Fig. 1: run 1, met3 routing
Scale: 6 px per µm.
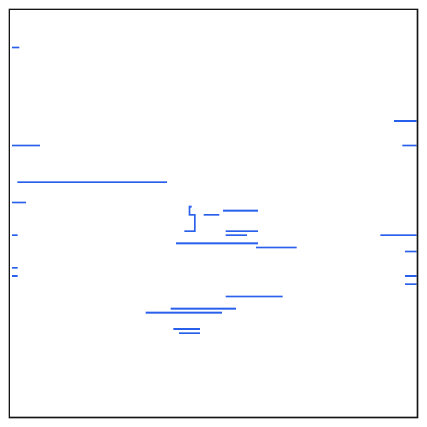
Fig. 2: run 1, routing congestion
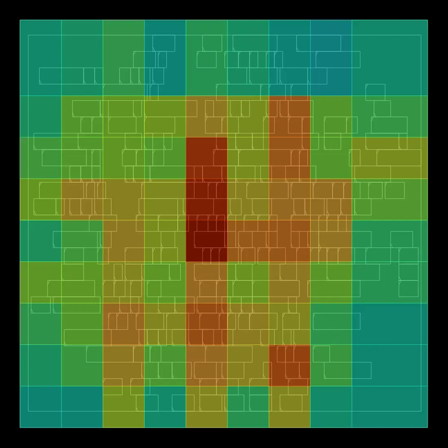
Fig. 3: run 1, cells coloured by class
Scale: 6 px per µm. Fill, decap, tap and diode cells in grey.
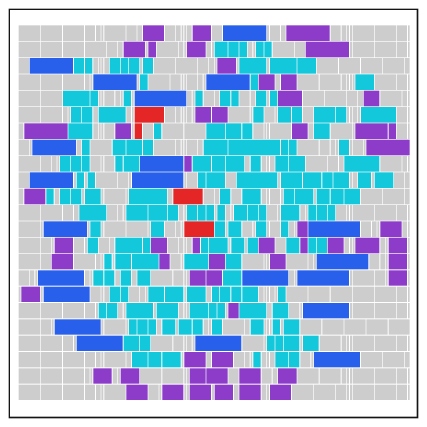
[src/rtl/microwave_timer.sv]
// Microwave cook timer: one-hot CLOSED/COOK/PAUSE/BELL/OPEN controller with a
// prescaled cook-time countdown, PWM power control and a fixed-length bell.
module microwave_timer #(
  parameter int TIME_W   = 8,
  parameter int TICK_DIV = 4,
  parameter int PWR_W    = 2,
  parameter int BELL_LEN = 3
) (
  input  logic              clk,
  input  logic              rst,
  input  logic              door,
  input  logic              start,
  input  logic              cancel,
  input  logic              load,
  input  logic [TIME_W-1:0] time_in,
  input  logic [PWR_W-1:0]  power,
  output logic              heat,
  output logic              light,
  output logic              bell,
  output logic              done,
  output logic [TIME_W-1:0] remaining,
  output logic [4:0]        dbg_state
);

  localparam int TW = (TICK_DIV > 1) ? $clog2(TICK_DIV) : 1;
  localparam int BW = (BELL_LEN > 1) ? $clog2(BELL_LEN) : 1;

  localparam logic [4:0] ST_CLOSED = 5'b00001;
  localparam logic [4:0] ST_COOK   = 5'b00010;
  localparam logic [4:0] ST_PAUSE  = 5'b00100;
  localparam logic [4:0] ST_BELL   = 5'b01000;
  localparam logic [4:0] ST_OPEN   = 5'b10000;

  localparam logic [TW-1:0]     TICK_LAST = TW'(TICK_DIV - 1);
  localparam logic [BW-1:0]     BELL_LAST = BW'(BELL_LEN - 1);
  localparam logic [TIME_W-1:0] TIME_ONE  = TIME_W'(1);

  logic [4:0]        state_q,  state_d;
  logic [TIME_W-1:0] remain_q, remain_d;
  logic [PWR_W-1:0]  pwr_q,    pwr_d;
  logic [TW-1:0]     tick_q,   tick_d;
  logic [PWR_W-1:0]  pwm_q,    pwm_d;
  logic [BW-1:0]     bell_q,   bell_d;

  // State register together with the datapath registers it steers.
  always_ff @(posedge clk) begin
    if (rst) begin
      state_q  <= ST_CLOSED;
      remain_q <= '0;
      pwr_q    <= '0;
      tick_q   <= '0;
      pwm_q    <= '0;
      bell_q   <= '0;
    end else begin
      state_q  <= state_d;
      remain_q <= remain_d;
      pwr_q    <= pwr_d;
      tick_q   <= tick_d;
      pwm_q    <= pwm_d;
      bell_q   <= bell_d;
    end
  end

  // Next-state and datapath update; every register holds unless a branch moves it.
  always_comb begin
    state_d  = state_q;
    remain_d = remain_q;
    pwr_d    = pwr_q;
    tick_d   = tick_q;
    pwm_d    = pwm_q;
    bell_d   = bell_q;
    case (state_q)
      ST_CLOSED: begin
        if (load) begin
          remain_d = time_in;
          pwr_d    = power;
        end
        if (door) begin
          state_d = ST_OPEN;
        end else if (start && !load && (remain_q != '0)) begin
          state_d = ST_COOK;
          tick_d  = '0;
          pwm_d   = '0;
        end
      end
      ST_COOK: begin
        if (door) begin
          state_d = ST_PAUSE;
        end else if (cancel) begin
          state_d  = ST_CLOSED;
          remain_d = '0;
        end else begin
          pwm_d = pwm_q + 1'b1;
          if (tick_q == TICK_LAST) begin
            tick_d   = '0;
            remain_d = remain_q - TIME_ONE;
            if (remain_q == TIME_ONE) begin
              state_d = ST_BELL;
              bell_d  = '0;
            end
          end else begin
            tick_d = tick_q + 1'b1;
          end
        end
      end
      ST_PAUSE: begin
        // Cancel while paused leaves the door open, hence OPEN rather than CLOSED.
        if (cancel) begin
          state_d  = ST_OPEN;
          remain_d = '0;
        end else if (!door) begin
          state_d = ST_COOK;
        end
      end
      ST_BELL: begin
        if (door) begin
          state_d = ST_OPEN;
        end else if (bell_q == BELL_LAST) begin
          state_d = ST_CLOSED;
        end else begin
          bell_d = bell_q + 1'b1;
        end
      end
      ST_OPEN: begin
        if (!door) begin
          state_d = ST_CLOSED;
        end
      end
      default: begin
        state_d = ST_CLOSED;
      end
    endcase
  end

  // Outputs decode registered state only.
  always_comb begin
    heat      = (state_q == ST_COOK) && (pwm_q <= pwr_q);
    light     = (state_q == ST_COOK) || (state_q == ST_PAUSE) || (state_q == ST_OPEN);
    bell      = (state_q == ST_BELL);
    done      = (state_q == ST_BELL) && (bell_q == '0);
    remaining = remain_q;
    dbg_state = state_q;
  end

endmodule

[config.mk]
export PLATFORM = sky130hd
export DESIGN_NAME = microwave_timer
export DESIGN_NICKNAME = d
export VERILOG_FILES = /design/src/rtl/microwave_timer.sv
export SDC_FILE = /design/constraint.sdc
export NUM_CORES = 1
export LEC_CHECK = 0
export CAP_MARGIN = 30
export CORE_UTILIZATION = 35
export CTS_CLUSTER_DIAMETER = 150
export DETAILED_ROUTE_END_ITERATION = 16
export GPL_TIMING_DRIVEN = 0
export PLACE_DENSITY_LB_ADDON = 0.2
export SYNTH_ARGS = -nofsm -noshare
export SYNTH_HDL_FRONTEND = slang
export SYNTH_SLANG_ARGS = --single-unit
[constraint.sdc]
create_clock -name clk -period 2.5 [get_ports clk]
set_clock_uncertainty 0.2 [all_clocks]
set_input_delay 0.75 -clock clk [delete_from_list [all_inputs] [get_ports clk]]
set_output_delay 0.75 -clock clk [all_outputs]
set_load 0.1 [all_outputs]
==> GITHUB_STEP_SUMMARY, run 1 <==
### Yosys + OpenROAD results

| Metric | Value |
|---|---|
| Worst r2r src | `dbg_state[1]` |
| Async set-reset flop share out of synthesis | `0` |
| Combinational power share | `0.595` |
| Chip area | `~4600 µm²` |
| Fmax achieved | `a little under 400 MHz` |
| Ys flops | `21` |
| Type of the tightest min-delay check | `reg -> reg` |
| Max-Cap Viols | `0` |
| GR Util met3 | `0.0203` |
| Compound-gate portion of the synthesized area | `0.258` |
| Setup bufs post-CTS | `9` |
| Switching power | `0.000816 W` |
| Detail Route Antenna Nets | `0` |
| TNS Setup | `-0.0417 ns` |
| CTS buffer count | `3` |
| Mean Syn Cell Area | `around 7.5 µm²` |
| Failing checks | `negative setup slack` |
| Core footprint | `a little over 4000 µm²` |
| Max clock buf depth | `2` |
| Power Total | `roughly 0.0016 W` |
| Non-filler cells, final | `~300` |
| DRT iter0 DRCs | `88` |
| PostCTS Resize Cnt | `58` |
| Status | `finished, violations left` |
| Wire length per cell | `between 10 and 15 µm` |
| Synthesis Warnings | `0` |
| Tool warnings | `32` |
| Mapped Cells | `202` |
| Initial antenna violation count | `0` |
| DRC viols | `0` |
| Clock root cell | `clkbuf_8` |
| First-pass GRT wire length | `~6800 µm` |
| Hold path start | `pwr_q[1]` |
| Yosys chip area | `1520 µm²` |
| Die width | `67.8 µm` |
| CP arrival | `1.59 ns` |
| Main logic family | `simple AND/OR/NAND/NOR gates` |
| CTS Hold Bufs | `0` |
| Combinational Power | `between 0.0009 and 0.001 W` |
| Tcrit/Tclk final | `1.02` |
| Inst Count DP | `roughly 280` |
| Clk power | `0.000221 W` |
| Final setup viols | `2` |
| Critical path, cell by cell | `or2_4 -> nor4b_4 -> buf_4 -> and2_4 -> buf_12` |
| Cell family with most CP delay | `simple AND/OR/NAND/NOR gates` |
| PnR worst setup slack | `-0.0407 ns` |
| DR WL met2 | `between 1500 and 2000 µm` |
## Picture notes: Fig. 1
longest straight run: 24.6 µm
main direction: horizontal
wire length on this layer: 132 µm
nets with wire on the layer: 24

## Picture notes: Fig. 2
grt met2 use: 0.291
final core utilization: 0.526
met1 Usage GRT: 0.288

## Picture notes: Fig. 3
[red] clock drivers and dummy loads | cells: 4 | share of their area: 2.2%
[cyan] combinational and other logic | cells: 166 | share of their area: 52%
[purple] other buffers and delay cells | cells: 56 | share of their area: 24%
[blue] flops | cells: 21 | share of their area: 22%

[run 1: cell type report]
type | count | area [µm²] | share of cell area
Buffer | 13 | 85.1 | 0.0396
Clock buffer | 4 | 45.0 | 0.0209
Inverter | 11 | 41.3 | 0.0192
Multi-Input combinational cell | 155 | 1040 | 0.485
Sequential cell | 21 | 449 | 0.209
Tap cell | 50 | 62.6 | 0.0291
Timing Repair Buffer | 43 | 424 | 0.197
[run 1: logic make-up (layout without fill, tap and decap cells)]
family          after synthesis  after routing
flops                        21             21
fa+ha+maj                     8              8
buf+inv                      26             71
simple gates                 85             85
compound gates               59             59
xor+xnor                      3              3
[run 1: worst min-delay path, stage by stage, from the launching register on]
cell and delay [ns]:
dfxtp_1 0.31, nand2_1 0.05, a21oi_1 0.05
Fig. 4: run 1, drive-strength map
Scale: 6 px per µm.
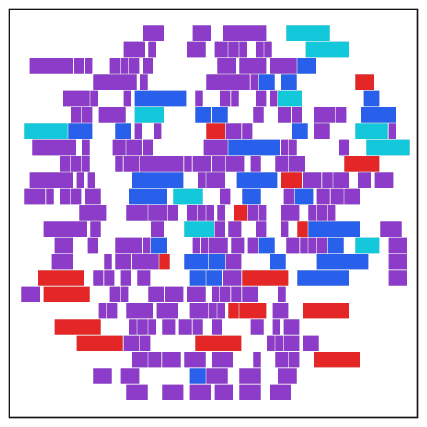

==> run 2: changes to the inputs <==
--- a/config.mk
+++ b/config.mk
@@ -10,7 +10,8 @@
 export CTS_CLUSTER_DIAMETER = 150
 export DETAILED_ROUTE_END_ITERATION = 16
 export GPL_TIMING_DRIVEN = 0
-export PLACE_DENSITY_LB_ADDON = 0.2
+export MAX_ROUTING_LAYER = met4
+export PLACE_DENSITY = 0.64
 export SYNTH_ARGS = -nofsm -noshare
 export SYNTH_HDL_FRONTEND = slang
 export SYNTH_SLANG_ARGS = --single-unit
==> constraint.sdc (replaced) <==
create_clock -name clk -period 2.5 [get_ports clk]
set_clock_uncertainty 0.2 [all_clocks]
set_input_delay 0.75 -clock clk [delete_from_list [all_inputs] [get_ports clk]]
set_output_delay 0.75 -clock clk [all_outputs]
set_load 0.005 [all_outputs]
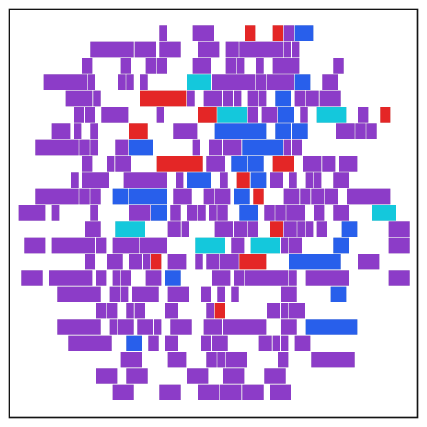
Fig. 5. Drive-strength map (run 2).
Scale: 6 px per µm.
[blue] _3 and _4 cells | cells: 25 | share: 10%
[cyan] _6 and larger | cells: 7 | share: 2.8%
[purple] _0 and _1 cells | cells: 202 | share: 81%
[red] _2 cells | cells: 14 | share: 5.6%

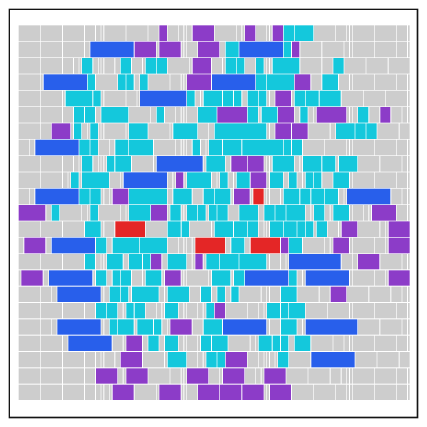
Fig. 6. Cells coloured by class (run 2).
Scale: 6 px per µm. Fill, decap, tap and diode cells in grey.
[red] clock drivers and dummy loads | cells: 4 | share of their area: 2.3%
[blue] flops | cells: 21 | share of their area: 21%
[cyan] combinational and other logic | cells: 166 | share of their area: 53%
[purple] other buffers and delay cells | cells: 57 | share of their area: 24%

==> GITHUB_STEP_SUMMARY, run 2 <==
### Yosys + OpenROAD results

| Metric | Value |
|---|---|
| Signal buffers share of area | `0.232 (-0.00461)` |
| Synthesis Warnings | `0 (unchanged)` |
| Core footprint | `4090 µm² (unchanged)` |
| Status | `completed` |
| Tap Count | `50 (unchanged)` |
| Clock-cell share of area | `0.0222 (+0.00125)` |
| Type of the tightest min-delay check | `reg -> reg` |
| Combinational Power | `0.000647 W (-34%)` |
| Fmax achieved | `412 MHz (+4.8%)` |
| CTS Hold Bufs | `0 (unchanged)` |
| Chip area | `4600 µm² (unchanged)` |
| Logic area | `1020 µm² (-2.2%)` |
| Clock buffers | `3 (-1)` |
| Register area | `430 µm² (-4.2%)` |
| Final setup viols | `0 (-2)` |
| Largest class | `multi-input combinational cells` |
| PostCTS Resize Cnt | `40 (-31%)` |
| CTS buffer count | `3 (unchanged)` |
| Yosys chip area | `1520 µm² (unchanged)` |
| Multi-input gate share of total cell area | `0.490 (+0.00434)` |
| Power Total | `0.00131 W (-20%)` |
| First-pass GRT wire length | `7130 µm (+5.5%)` |
| Final core utilization | `0.510 (-0.0159)` |
## run 2: cell count changes in the layout (fill, tap and decap cells not counted), moves of 2 or more
cell,previous run,this run
buf_2,1,4
clkdlybuf4s50_1,12,24
o21ai_0,7,9
clkdlybuf4s15_1,2,0
dfxtp_2,8,2
dlygate4sd2_1,12,2
dfxtp_1,8,17
dfxtp_4,5,2
clkbuf_8,3,5
buf_12,4,0
## run 2: kinds of logic after synthesis
logic type / share of synthesized area
adder cells (fa/ha/maj): 0.0661
XOR/XNOR: 0.0173
buffers and inverters: 0.0735
AND-OR/OR-AND: 0.258
AND/OR/NAND/NOR: 0.308
flip-flops: 0.277
## run 2: per-layer routing
layer	wire (µm)	track usage
met4	30	0.0547
met3	182	0.0574
met5	0	-
met2	2010	0.327
met1	2020	0.271
No activity file was given, so power comes from the tool's default toggle rates.
